$ cat src/rtl/pc_tx_packet_pkg.sv
// Shared definitions for the Ethernet-style frame transmitter: FSM state
// encoding, fixed framing bytes, CRC-32 constants and the FCS byte picker.
package pc_tx_packet_pkg;

    typedef enum logic [2:0] {
        ST_IDLE     = 3'd0,
        ST_PREAMBLE = 3'd1,
        ST_HEADER   = 3'd2,
        ST_PAYLOAD  = 3'd3,
        ST_FCS      = 3'd4,
        ST_GAP      = 3'd5
    } state_t;

    localparam logic [7:0]  PREAMBLE_BYTE = 8'h55;
    localparam logic [7:0]  SFD_BYTE      = 8'hD5;
    localparam logic [31:0] CRC_POLY      = 32'hEDB88320;
    localparam logic [31:0] CRC_INIT      = 32'hFFFFFFFF;

    localparam int PREAMBLE_LEN = 8;
    localparam int HEADER_LEN   = 14;
    localparam int FCS_LEN      = 4;
    localparam int CNT_W        = 11;

    // The FCS is the inverted CRC, least-significant byte on the wire first.
    function automatic logic [7:0] fcs_byte(input logic [31:0] crc, input logic [1:0] idx);
        logic [31:0] inv;
        inv = ~crc;
        return inv[8*idx +: 8];
    endfunction

endpackage

$ cat src/rtl/pc_tx_packet_crc32_d8.sv
// Combinational byte-wide CRC-32 step (reflected polynomial, data LSB first).
module crc32_d8
    import pc_tx_packet_pkg::*;
(
    input  logic [31:0] crc,
    input  logic [7:0]  data,
    output logic [31:0] crc_next
);

    // Eight unrolled serial steps: feedback is the CRC LSB xor the data bit.
    always_comb begin
        logic [31:0] c;
        c = crc;
        for (int i = 0; i < 8; i++) begin
            if (c[0] ^ data[i]) begin
                c = (c >> 1) ^ CRC_POLY;
            end else begin
                c = c >> 1;
            end
        end
        crc_next = c;
    end

endmodule

$ cat src/rtl/pc_tx_packet.sv
// Frame transmitter: preamble/SFD, fixed MAC header, payload drained from a
// first-word-fall-through FIFO (zero-padded on underrun), CRC-32 FCS and an
// inter-frame gap. The state names the byte being loaded into the output
// register; the very first preamble byte is loaded straight from IDLE so the
// frame starts one cycle after the request and back-to-back frames are
// separated by exactly IFG idle cycles.
module pc_tx_packet
    import pc_tx_packet_pkg::*;
#(
    parameter int          PAYLOAD_LEN = 1024,
    parameter logic [47:0] DST_MAC     = 48'hFFFFFFFFFFFF,
    parameter logic [47:0] SRC_MAC     = 48'h000A35000001,
    parameter logic [15:0] ETHERTYPE   = 16'h88B5,
    parameter int          IFG         = 12
)(
    input  logic       txclk,
    input  logic       txreset,
    input  logic       frame_req,
    input  logic [7:0] pix_data,
    input  logic       pix_empty,
    output logic       pix_rd_en,
    output logic [7:0] tx_data,
    output logic       tx_valid,
    output logic       busy,
    output logic       underrun
);

    localparam logic [111:0] HEADER = {DST_MAC, SRC_MAC, ETHERTYPE};

    // PREAMBLE only loads bytes 2..8; byte 1 is loaded from IDLE.
    localparam logic [CNT_W-1:0] PRE_LAST = CNT_W'(PREAMBLE_LEN - 2);
    localparam logic [CNT_W-1:0] HDR_LAST = CNT_W'(HEADER_LEN - 1);
    localparam logic [CNT_W-1:0] PAY_LAST = CNT_W'(PAYLOAD_LEN - 1);
    localparam logic [CNT_W-1:0] FCS_LAST = CNT_W'(FCS_LEN - 1);
    localparam logic [CNT_W-1:0] GAP_LAST = CNT_W'((IFG > 0) ? IFG - 1 : 0);

    state_t           state;
    state_t           state_nxt;
    logic [CNT_W-1:0] cnt;
    logic [31:0]      crc;
    logic [31:0]      crc_upd;

    logic [7:0]       load_byte_p0;
    logic             load_valid_p0;
    logic             load_pad_p0;
    logic             crc_en_p0;

    // Header byte idx of {DST, SRC, ETHERTYPE}, most significant byte first.
    function automatic logic [7:0] header_byte(input logic [3:0] idx);
        logic [7:0] b;
        b = 8'h00;
        for (int i = 0; i < HEADER_LEN; i++) begin
            if (idx == 4'(i)) begin
                b = HEADER[8*(HEADER_LEN-1-i) +: 8];
            end
        end
        return b;
    endfunction

    crc32_d8 u_crc (
        .crc      (crc),
        .data     (load_byte_p0),
        .crc_next (crc_upd)
    );

    // State register.
    always_ff @(posedge txclk) begin
        if (txreset) begin
            state <= ST_IDLE;
        end else begin
            state <= state_nxt;
        end
    end

    // Next state: each state ends when its byte counter reaches its last byte.
    always_comb begin
        state_nxt = state;
        case (state)
            ST_IDLE:     if (frame_req)       state_nxt = ST_PREAMBLE;
            ST_PREAMBLE: if (cnt == PRE_LAST) state_nxt = ST_HEADER;
            ST_HEADER:   if (cnt == HDR_LAST) state_nxt = ST_PAYLOAD;
            ST_PAYLOAD:  if (cnt == PAY_LAST) state_nxt = ST_FCS;
            ST_FCS:      if (cnt == FCS_LAST) state_nxt = (IFG > 0) ? ST_GAP : ST_IDLE;
            ST_GAP:      if (cnt == GAP_LAST) state_nxt = ST_IDLE;
            default:                          state_nxt = ST_IDLE;
        endcase
    end

    // Outputs: select the byte to load next, FIFO pop and CRC enable.
    always_comb begin
        load_byte_p0  = 8'h00;
        load_valid_p0 = 1'b0;
        load_pad_p0   = 1'b0;
        crc_en_p0     = 1'b0;
        pix_rd_en     = 1'b0;
        case (state)
            ST_IDLE: begin
                if (frame_req) begin
                    load_byte_p0  = PREAMBLE_BYTE;
                    load_valid_p0 = 1'b1;
                end
            end
            ST_PREAMBLE: begin
                load_valid_p0 = 1'b1;
                load_byte_p0  = (cnt == PRE_LAST) ? SFD_BYTE : PREAMBLE_BYTE;
            end
            ST_HEADER: begin
                load_valid_p0 = 1'b1;
                crc_en_p0     = 1'b1;
                load_byte_p0  = header_byte(cnt[3:0]);
            end
            ST_PAYLOAD: begin
                load_valid_p0 = 1'b1;
                crc_en_p0     = 1'b1;
                pix_rd_en     = ~pix_empty & ~txreset;
                load_pad_p0   = pix_empty;
                load_byte_p0  = pix_empty ? 8'h00 : pix_data;
            end
            ST_FCS: begin
                load_valid_p0 = 1'b1;
                load_byte_p0  = fcs_byte(crc, cnt[1:0]);
            end
            default: ;
        endcase
    end

    // Output register, byte counter and running CRC.
    always_ff @(posedge txclk) begin
        if (txreset) begin
            cnt      <= '0;
            crc      <= CRC_INIT;
            tx_data  <= 8'h00;
            tx_valid <= 1'b0;
            underrun <= 1'b0;
        end else begin
            if (state_nxt != state || state == ST_IDLE) begin
                cnt <= '0;
            end else begin
                cnt <= cnt + CNT_W'(1);
            end
            if (state == ST_IDLE) begin
                crc <= CRC_INIT;
            end else if (crc_en_p0) begin
                crc <= crc_upd;
            end
            tx_data  <= load_byte_p0;
            tx_valid <= load_valid_p0;
            underrun <= load_pad_p0;
        end
    end

    assign busy = (state != ST_IDLE);

endmodule
$ cat config.mk
export PLATFORM = sky130hd
export DESIGN_NAME = pc_tx_packet
export DESIGN_NICKNAME = d
export VERILOG_FILES = /design/src/rtl/pc_tx_packet_pkg.sv /design/src/rtl/pc_tx_packet_crc32_d8.sv /design/src/rtl/pc_tx_packet.sv
export SDC_FILE = /design/constraint.sdc
export NUM_CORES = 1
export LEC_CHECK = 0
export CORE_ASPECT_RATIO = 1.4
export CORE_MARGIN = 2
export CORE_UTILIZATION = 45
export DETAILED_ROUTE_END_ITERATION = 8
export PLACE_DENSITY = 0.66
export SLEW_MARGIN = 20
export SYNTH_ARGS = -nofsm -noshare
export SYNTH_HDL_FRONTEND = slang
export SYNTH_HIERARCHICAL = 1
export SYNTH_SLANG_ARGS = --single-unit
export TNS_END_PERCENT = 100
$ cat constraint.sdc
create_clock -name txclk -period 3.1 [get_ports txclk]
set_input_delay 0.31 -clock txclk [delete_from_list [all_inputs] [get_ports txclk]]
set_output_delay 0.31 -clock txclk [all_outputs]
set_load 0.03 [all_outputs]
==> results.ini <==
[clocking]
root_buffer=clkbuf_8
clk_pin_slew_ps=100
hold_buffers=0
clock_latency_ps=320
clock_path_buffers=2
cts_buffers=5
clock-sinks=56
cts-htree-levels=2
cts_tree=yes

[grt]
globalRouteTotalUtil_pct=21.34
grt_overflow=0
grt_max_degree=33
antenna_found_initial=0
first_global_vias=2902
grt_pass1_wl_um=14100

[min_path]
hold_start=cnt[0]
holdCritPathClass=reg2reg

[synthesis]
yosys.stat.seqShare_pct=32.27
ys_cells=390
yosys_area_sq_um=3475
top_area_cell=dfxtp_1
synthFlopType=dfxtp_1
synth_area_per_cell_sq_um=8.909
synthCells=390
synth.distinct_cells=55
topCellsByArea=dfxtp_1 32%, xnor2_1 11%, nand2_1 8.2%
synth.most_common_cell=nand2_1
common_cells=76 x nand2_1, 56 x dfxtp_1, 44 x xnor2_1, 41 x nand3_1, 19 x xor2_1
synth-edff-count=0
synth_warnings=6
syn_nets=406
async_flop_share_pct=0
ys_ff=56
synth.top_cell.area_share_pct=32.27
syn_area_sq_um=3475

[run_status]
outcome=finished, final reports clean

[setup_path]
r2r_start=cnt[0]
crit_start=cnt[0]
crit_fanout=7
worstSetupPathType=reg2reg
path_cells=ha_2, buf_4, nor2b_1, a21oi_1, o221ai_2, nand3_2, xnor2_4, xnor2_2, xnor2_2, xor3_1, nand2_1, nand3_1
cpPeakStageDelay_ps=390
end_kind=flip-flop
critPathMostFrequentCell=xnor2_2
crit_path_top_delay_cell=dfxtp_4
start_kind=flip-flop
cp.arrival_ps=3110

[floorplanning]
rows=37
ios=24
dieHeight_um=108.0
fp.dieW_um=78.27
core_area_sq_um=7407
die_area_sq_um=8450
fp_util_pct=46.91

[final_layout]
drive_gt1_share_pct=22.30
nFillCells=683
num_antenna_cells=0
finish.utilization_pct=56.72
nets=451

[timing]
period_used_pct=94.38
finalHoldViolations=0
max_freq_mhz=341.8
tightest_slew_ps=504.2
max-slew-margin-rel_pct=66.13
skew_ps=9.131
setup_viol=0
slew_violations=0
setup_tns_ps=0
fin_hold_ws_ps=492.1
fin_crit_ps=2926

[detailed_routing]
drt_pass1_iterations=4
routed_wl_um=8501
dr.first_iter.drc_count=218
route.detailed.drc=0
vias=2835
viasPerCell=5.329
ant_nets=0
routedWlPerCell_um=15.98

[place]
io_buffer_count=23
gp_routability_congestion=0.8839
hpwl_um=6299

[power_and_ir_drop]
power.leakage_nw=1.672
vdd_drop_max_uv=179.3
powerDensity_nw_per_um2=328.8

[job]
warnings=29

registers in the layout, indices dropped and copies added, names as in the netlist:
| name | flops |
|---|---|
| crc | 32 |
| cnt | 11 |
| tx_data | 8 |
| state | 3 |
| tx_valid | 1 |
| underrun | 1 |
area by class of cell:
| class | count | area [sq um] | share of cell area, % |
|---|---|---|---|
| multi-input cells | 303 | 2323 | 55.30 |
| flip-flops and latches | 56 | 1130 | 26.89 |
| repair buffers | 61 | 519.2 | 12.36 |
| well taps | 97 | 121.4 | 2.889 |
| clock buffers | 6 | 72.57 | 1.727 |
| inverters | 8 | 30.03 | 0.7147 |
| clock inverters | 1 | 5.005 | 0.1191 |
kinds of logic after synthesis:
kind of cell	share of synthesized area (%)
AND-OR/OR-AND	8.246
XOR/XNOR	24.16
buffers and inverters	4.321
AND/OR/NAND/NOR	24.38
adder cells (fa/ha/maj)	1.440
multiplexers	5.185
flip-flops	32.27
report_power, final:
part | switching [mW] | leakage [nW] | internal, mW
Sequential | 0.00540 | 0.456 | 0.724
Clock | 0.238 | 0.0410 | 0.155
Combinational | 0.128 | 1.17 | 0.131
Total | 0.372 | 1.67 | 1.01
routing by layer:
metal | global-route usage, % | vias up | wire length (um)
li1 | - | 1401 | -
met1 | 24.48 | 1347 | 3346
met2 | 38.42 | 67 | 4559
met3 | 3.422 | 20 | 334
met4 | 10.28 | 0 | 260
met5 | 0 | - | 0
stage by stage:
stage | power, mW | worst slack, ps | std cells | instance area (sq um)
2_1_floorplan | 0.9139 | 3.565 | 390 | 3508
3_3_place_gp | 0.9976 | 40.52 | 523 | 4011
3_5_place_dp | 1.000 | -91.92 | 523 | 4011
4_1_cts | 1.391 | 24.74 | 530 | 4108
5_1_grt | 1.438 | -0.04219 | 532 | 4202
6_report | 1.382 | 174.1 | 532 | 4202
placed cells by master (no fill, tap or decap), types with 5 or more instances in the layout:
master            n
dfxtp_1          53
nand2_1          76
clkdlybuf4s50_1  23
inv_1             7
mux4_2            8
xnor2_1          42
clkbuf_8          5
nand2b_1          5
a211oi_1          6
nand3_1          39
buf_4            37
xor2_2            5
nor2_1           15
xor2_1           18
a21oi_1          10
a31oi_1           6
worst paths after layout:
kind	endpoint	slack [ps]	cells past startpoint
min reg2reg	cnt[0]	490	1
min	cnt[0]	490	1
max	crc[23]	170	12
max reg2reg	crc[23]	170	12
critical path, delay by kind of cell, from the launching register on:
kind	cells	cell delay [ps]
buffers and inverters	1	160
DFF	1	390
AOI/OAI and AO/OA	2	330
and+or+nand+nor	4	510
adders and majority gates	1	230
xor gates and xnor gates	4	1170
timing repair:
action / 4_1_cts / 5_1_grt
setup endpoints to repair: 2 / 16
gates cloned: 0 / 0
gates resized: 2 / 20
hold endpoints to repair: 0 / 0
pin swaps: 1 / 6
buffers inserted: 0 / 2
Fig. 1: M3 wires
The bar under the picture is 20 um long.
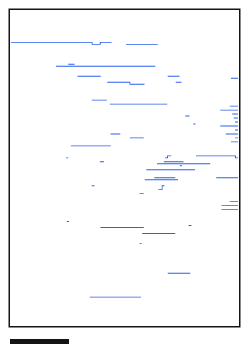
longest straight run: 33.6 um
main direction: horizontal
share of all routed wire: 3.9%
nets with wire on the layer: 39

Fig. 2: clock network drawn from the DEF
The bar under the picture is 20 um long.
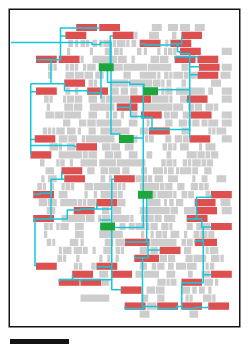
[clock wires] cyan | length: 727 um
[cells driving clock nets] green | count: 5
[flip-flops] red | count: 56
flops lie: spread over the die
routed clock nets: 6

Fig. 3: close-up of the layout
Window x 19 to 59, y 12 to 52 um. Cells in grey, sequential cells in the stronger grey; small squares are vias.
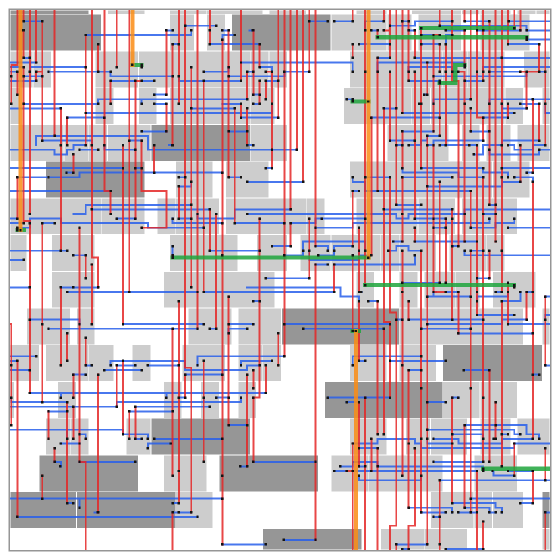
[met4] orange
[met2] red
[met3] green
[met1] blue
most frequent: nand2_1 (18), xnor2_1 (12), dfxtp_1 (11)
netlist names of flops here include: crc (9), cnt (3)
sequential cells in the window: 13
cells with their middle in the window: 115

Power is estimated from default activity; no workload was simulated.
